==> config.mk <==
export PLATFORM = sky130hd
export DESIGN_NAME = fetch
export DESIGN_NICKNAME = d
export VERILOG_FILES = /design/src/rtl/fetch_pkg.sv /design/src/rtl/instr_pkg.sv /design/src/rtl/fetch_fifo.sv /design/src/rtl/fetch.sv
export SDC_FILE = /design/constraint.sdc
export NUM_CORES = 1
export LEC_CHECK = 0
export CAP_MARGIN = 20
export CORE_MARGIN = 1
export CORE_UTILIZATION = 45
export CTS_BUF_LIST = sky130_fd_sc_hd__clkbuf_8
export CTS_CLUSTER_SIZE = 10
export DETAILED_ROUTE_END_ITERATION = 16
export GPL_TIMING_DRIVEN = 1
export PLACE_DENSITY = 0.68
export SLEW_MARGIN = 20
export SYNTH_ARGS = -nofsm -noshare
export SYNTH_HDL_FRONTEND = slang
export SYNTH_SLANG_ARGS = --single-unit
==> constraint.sdc <==
create_clock -name clk -period 3.9 [get_ports clk]
set_input_delay 0.78 -clock clk [delete_from_list [all_inputs] [get_ports clk]]
set_output_delay 0.78 -clock clk [all_outputs]
set_load 0.01 [all_outputs]
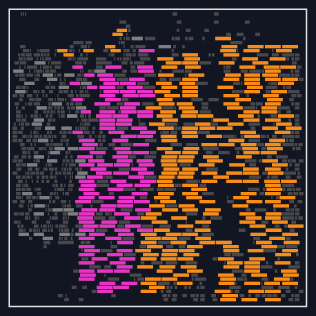
(run_1/by_instance.png)
Scale: 1.5 px per um. Other sequential cells in the stronger grey, the rest of the logic in the fainter grey.
Key: orange = `u_instr_q` [flops 255]; magenta = `u_pc_q` [flops 127]
Another 42 sequential cells are not coloured.
fin util: 55.4%
chip area: 38900 um^2
final cell count without fillers: 1741

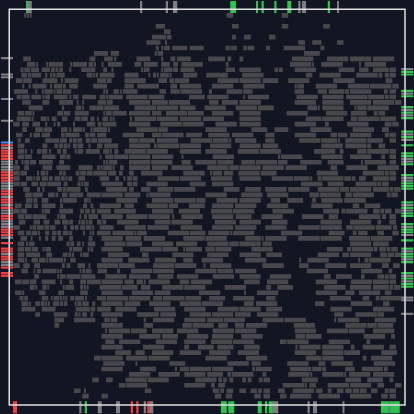
(run_1/io_placement.png)
Scale: 2 px per um. Pins as bars across the die edge, other pins in grey.
Key: blue = `mem_req_ready` [pins 1, direction input, edge left]; green = `instr_fe1` [pins 64, direction output, edge 33 right, 21 bottom, 10 top]; red = `redirect_pc` [pins 32, direction input, edge 27 left, 5 bottom]
All pins by edge: 54 right, 52 left, 42 bottom, 20 top.
PortBufs: 161
Die Y: 197 um
Die Wd: 197 um

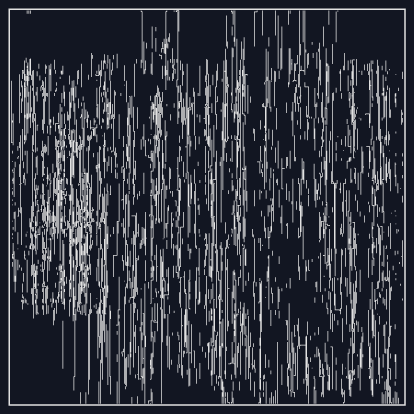
(run_1/layer_met2.png)
Scale: 2 px per um.
The wires run mostly vertical. The layer holds 48% of the routed length.
met2 Resource Use GR: 28.6%
via count: 9187
routed wire length: 33500 um

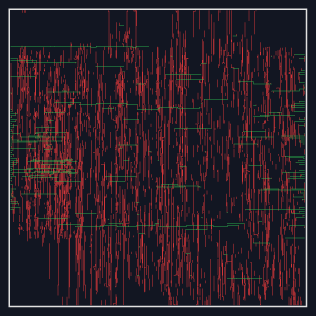
(run_1/wires.png)
Scale: 1.5 px per um. Only two layers are drawn.
Key: green = metal 3 [wire length 1810 um]; red = metal 2 [wire length 16000 um]
routed len/inst: 19.2 um
Total Routing Usage GR: 17.7%

==> deck_impl_summary.md, run 1 <==
Flow Results at a Glance

Setup path
  • Req. time, crit path: 3120 ps
  • Setup crit start kind: flop
  • Critical Path Sink Type: primary output
  • Critical Path AT: 2960 ps
  • Critical-path maximum fanout: 3

Detailed routing
  • ANT nets after route: 0
  • Post-route DRC: 0
  • Via density: 5.28

Pwr
  • Worst VDD drop: 0.321 mV
  • Sw Ratio: 23.6%
  • Sequential Power Share: 52.8%
  • Cell-internal power: 7.76 mW
  • Net Switching: 2.40 mW
  • Clock share of power: 35.8%

Timing
  • Final period utilization: 95.8%
  • Tmin final: 3740 ps
  • Slew HR: 42.1%
  • Final Hold Viols: 0
  • Worst Slack Setup Final: 163 ps
  • Hold slack: 493 ps
  • Pins over their slew limit: 0
  • Highest clock rate: 268 MHz
  • Setup TNS: 0 ps
  • Finish-stage setup viols: 0
  • Worst Clk Skew: 23.5 ps

Global route
  • Vias in the first global route: 9394
  • Pin count of the biggest net entering global routing: 66
  • Grt ovf: 0
  • First-pass GRT wire length: 52300 um
  • Initial antenna violation count: 0

Final layout
  • Final instance area: 20800 um^2
  • Proportion of layout cells with a drive suffix above 1: 18.9%
  • Ant diodes: 0
  • Max reg flops: 248
  • Layout Nets: 1276
  • # fillers: 2970
  • Syn-to-layout area delta: 21.4%

Placement
  • Hpwl dp: 20200 um

CTS
  • CTS tree: done
  • Clk root buf: clkbuf_8
  • Worst-Skew Late Latency: 590 ps
  • Clock sink count: 424
  • Clk slew on worst S/H paths: 60 ps
  • Worst-case clock buffer depth: 3
  • Setup bufs post-CTS: 0
  • Total CTS buffers: 71
  • H-tree levels: 3

Job
  • Max Cap Viol: 0
  • Tool warnings: 35

Synth
  • Syn_area_per_cell: 17.7 um^2
  • YS chip area: 17100 um^2
  • Post-Syn Area: 17100 um^2
  • Cells after synthesis: 968
  • Seq share, synth: 71.0%

Outcome
  • Status: completed

Min path
  • Hold Path Depth: 2
-- run 1: per-layer routing --
metal  part of all wire (%)  track usage (%)
met1                     45             24.1
met2                     48             28.6
met3                    5.4             3.74
met4                    1.8             5.46
met5                      0                0
-- run 1: cells by family (layout without fill, tap and decap cells) --
family          Yosys count  after routing  synth area share, %
simple gates            219            219                 6.91
fa+ha+maj                29             29                 2.34
xor+xnor                 16             16                0.818
other cells               1              4               0.0219
flops                   424            424                 71.0
compound gates           81             81                 3.60
mux                     105            105                 12.9
buf+inv                  93            352                 2.42
-- run 1: power groups by stage --
stage	clock, mW	sequential [mW]	combinational (mW)
6_report	3.63	5.36	1.16
5_1_grt	3.93	5.39	1.29
4_1_cts	3.74	5.37	1.17
3_5_place_dp	0	5.46	1.16
3_3_place_gp	0	5.44	1.14
2_1_floorplan	0	5.43	0.749
-- run 1: critical path, cell delays in order, from the launching register on --
cell and delay, ps:
dfxtp_2 350, inv_1 80, fa_1 540, inv_1 50, ha_1 270, and3b_1 170, or4_4 490, a211oi_2 260
buf_2 170
-- run 1: stage by stage --
stage               cells  utilization (%)
global placement     1615             51.8
global route         1741             55.4
finish               1741             55.4
floorplan             971                -
CTS                  1741             55.3
detailed placement   1615             51.8
-- run 1: area by class of cell --
class	instances	area (um^2)	share of cell area (%)
repair buffers	188	1930	9.27
well taps	511	639	3.07
clock buffers	74	1020	4.90
multi-input cells	454	4590	22.1
inverters	38	143	0.686
clock inverters	52	300	1.44
flip-flops and latches	424	12200	58.5
-- run 1: synth_stat cells, types with 6 or more instances --
| cell | number | share of area [%] |
|---|---|---|
| a21oi_1 | 8 | 0.23 |
| a311oi_1 | 6 | 0.31 |
| a31oi_1 | 10 | 0.37 |
| and2_1 | 11 | 0.40 |
| and3_1 | 9 | 0.33 |
| buf_1 | 7 | 0.15 |
| buf_2 | 7 | 0.20 |
| clkbuf_1 | 31 | 0.68 |
| dfxtp_1 | 56 | 6.5 |
| edfxtp_1 | 368 | 64 |
| ha_1 | 24 | 1.8 |
| inv_1 | 36 | 0.79 |
| mux2i_1 | 8 | 0.47 |
| mux4_2 | 92 | 12 |
| nand2_1 | 43 | 0.94 |
| nand3_1 | 14 | 0.41 |
| nand4_1 | 16 | 0.58 |
| nor2_1 | 35 | 0.77 |
| nor2b_1 | 66 | 2.4 |
| o21ai_0 | 6 | 0.18 |
| xnor2_1 | 13 | 0.66 |
-- run 1: repair_timing --
action,4_1_cts,5_1_grt
endpoints found under the setup margin,1,1
gates resized,6,1
pin swaps,1,0
==> run 2: changes to the inputs <==
Settings changed: MAX_ROUTING_LAYER from default to met4.
==> deck_impl_summary.md, run 2 <==
Flow Results at a Glance

Final layout
  • Layout Nets: 1276
  • Syn-to-layout area delta: 21.4%
  • # fillers: 2970
  • Final instance area: 20800 um^2
  • Max reg flops: 248
  • Proportion of layout cells with a drive suffix above 1: 18.9%

Synth
  • Seq share, synth: 71.0%
  • Biggest area cells: edfxtp_1 64%, mux4_2 12%, dfxtp_1 6.5%, nor2b_1 2.4%, ha_1 1.8%
  • Post-Syn Area: 17100 um^2
  • YS chip area: 17100 um^2
  • Yosys top cell by instances: edfxtp_1
  • Syn_area_per_cell: 17.7 um^2
  • Area share of the largest cell type after synthesis: 64.5%
  • Cells after synthesis: 968
  • Biggest area consumer among synthesized cells: edfxtp_1

Global route
  • Vias in the first global route: 9399
  • First-pass GRT wire length: 52300 um
  • Pin count of the biggest net entering global routing: 66
  • Initial antenna violation count: 0
  • Grt ovf: 0

CTS
  • Clock sink count: 424
  • CTS tree: done
  • Clk slew on worst S/H paths: 60 ps
  • Total CTS buffers: 71
  • Setup bufs post-CTS: 0
  • Worst-case clock buffer depth: 3

Timing
  • Highest clock rate: 268 MHz
  • Final period utilization: 95.8%
  • Hold slack: 493 ps
  • Worst Clk Skew: 19.5 ps
  • Tmin final: 3740 ps
  • Slew HR: 38.5%
  • Setup TNS: 0 ps
  • Pins over their slew limit: 0
  • Final Hold Viols: 0

Min path
  • Hold Path Depth: 2

Job
  • Tool warnings: 35

Placement
  • Hpwl dp: 20200 um
  • PortBufs: 161

Detailed routing
  • Post-route DRC: 0
  • Via density: 5.27
  • ANT nets after route: 0

Setup path
  • Setup crit start kind: flop
  • Req. time, crit path: 3120 ps
  • Critical-path maximum fanout: 3
  • Slowest Stage Delay on Critical Path: 540 ps

Floorplanning
  • Die Y: 197 um
  • Chip area: 38900 um^2

Outcome
  • Status: completed

Pwr
  • Worst VDD drop: 0.321 mV
==> run 2: cell counts after synthesis <==
No cell type changed its count.
==> run 2: layer usage <==
metal	track usage, %	part of all wire [%]	vias to the layer above
li1	-	-	4248
met1	24.2	46	4602
met2	28.8	48	273
met3	3.60	4.7	58
met4	5.40	1.8	0
met5	-	0	-
==> run 2: final cells by class <==
| cell class | count | area (um^2) | area share, % |
|---|---|---|---|
| clock buffers | 74 | 1020 | 4.90 |
| clock inverters | 52 | 300 | 1.44 |
| inverters | 38 | 143 | 0.686 |
| multi-input cells | 454 | 4590 | 22.1 |
| flip-flops and latches | 424 | 12200 | 58.5 |
| well taps | 511 | 639 | 3.07 |
| repair buffers | 188 | 1930 | 9.27 |
==> run 2: logic make-up (layout without fill, tap and decap cells) <==
| kind of cell | count (synthesis) | in the layout | share of synthesized area (%) |
|---|---|---|---|
| XOR/XNOR | 16 | 16 | 0.818 |
| adder cells (fa/ha/maj) | 29 | 29 | 2.34 |
| other | 1 | 4 | 0.0219 |
| AND/OR/NAND/NOR | 219 | 219 | 6.91 |
| multiplexers | 105 | 105 | 12.9 |
| buffers and inverters | 93 | 352 | 2.42 |
| AND-OR/OR-AND | 81 | 81 | 3.60 |
| flip-flops | 424 | 424 | 71.0 |
==> run 2: worst max-delay path, delay by kind of cell, from the launching register on <==
| family | cells | cell delay [ps] |
|---|---|---|
| adders and majority gates | 2 | 810 |
| DFF | 1 | 350 |
| AOI/OAI and AO/OA | 1 | 260 |
| buffers and inverters | 3 | 300 |
| and+or+nand+nor | 2 | 660 |
==> run 2: power breakdown <==
group | internal (mW) | switching (mW) | leakage (nW)
Sequential | 5.23 | 0.134 | 3.81
Clock | 1.96 | 1.67 | 0.768
Combinational | 0.568 | 0.592 | 2.15
==> run 2: stage by stage <==
step / worst slack (ps) / std cells
floorplan: 30.5 / 971
global placement: 218 / 1615
CTS: 75.1 / 1741
global route: 7.31 / 1741
detailed placement: 150 / 1615
finish: 162 / 1741
==> run 2: repair_timing <==
item / in CTS / in global routing
pin swaps: 1 / 0
setup endpoints to repair: 1 / 1
gates resized: 6 / 1
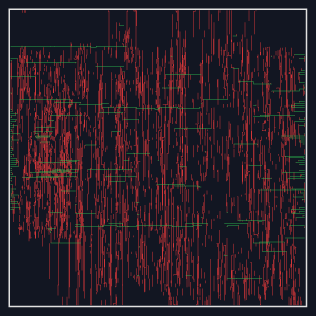
(run_2/wires.png)
Scale: 1.5 px per um. Only two layers are drawn.
Key: red = metal 2 [wire length 16000 um]; green = metal 3 [wire length 1590 um]
routed len/inst: 19.2 um
routed wire length: 33500 um
via count: 9181
Total Routing Usage GR: 18.2%

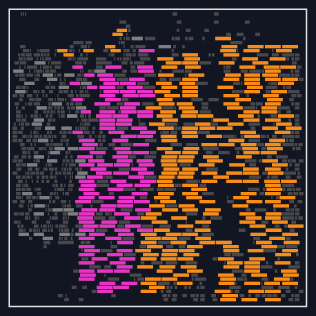
(run_2/by_instance.png)
Scale: 1.5 px per um. Other sequential cells in the stronger grey, the rest of the logic in the fainter grey.
Key: magenta = `u_pc_q` [flops 127]; orange = `u_instr_q` [flops 255]
Another 42 sequential cells are not coloured.

Power figures rest on the tool's default switching activity, not on a simulated workload.
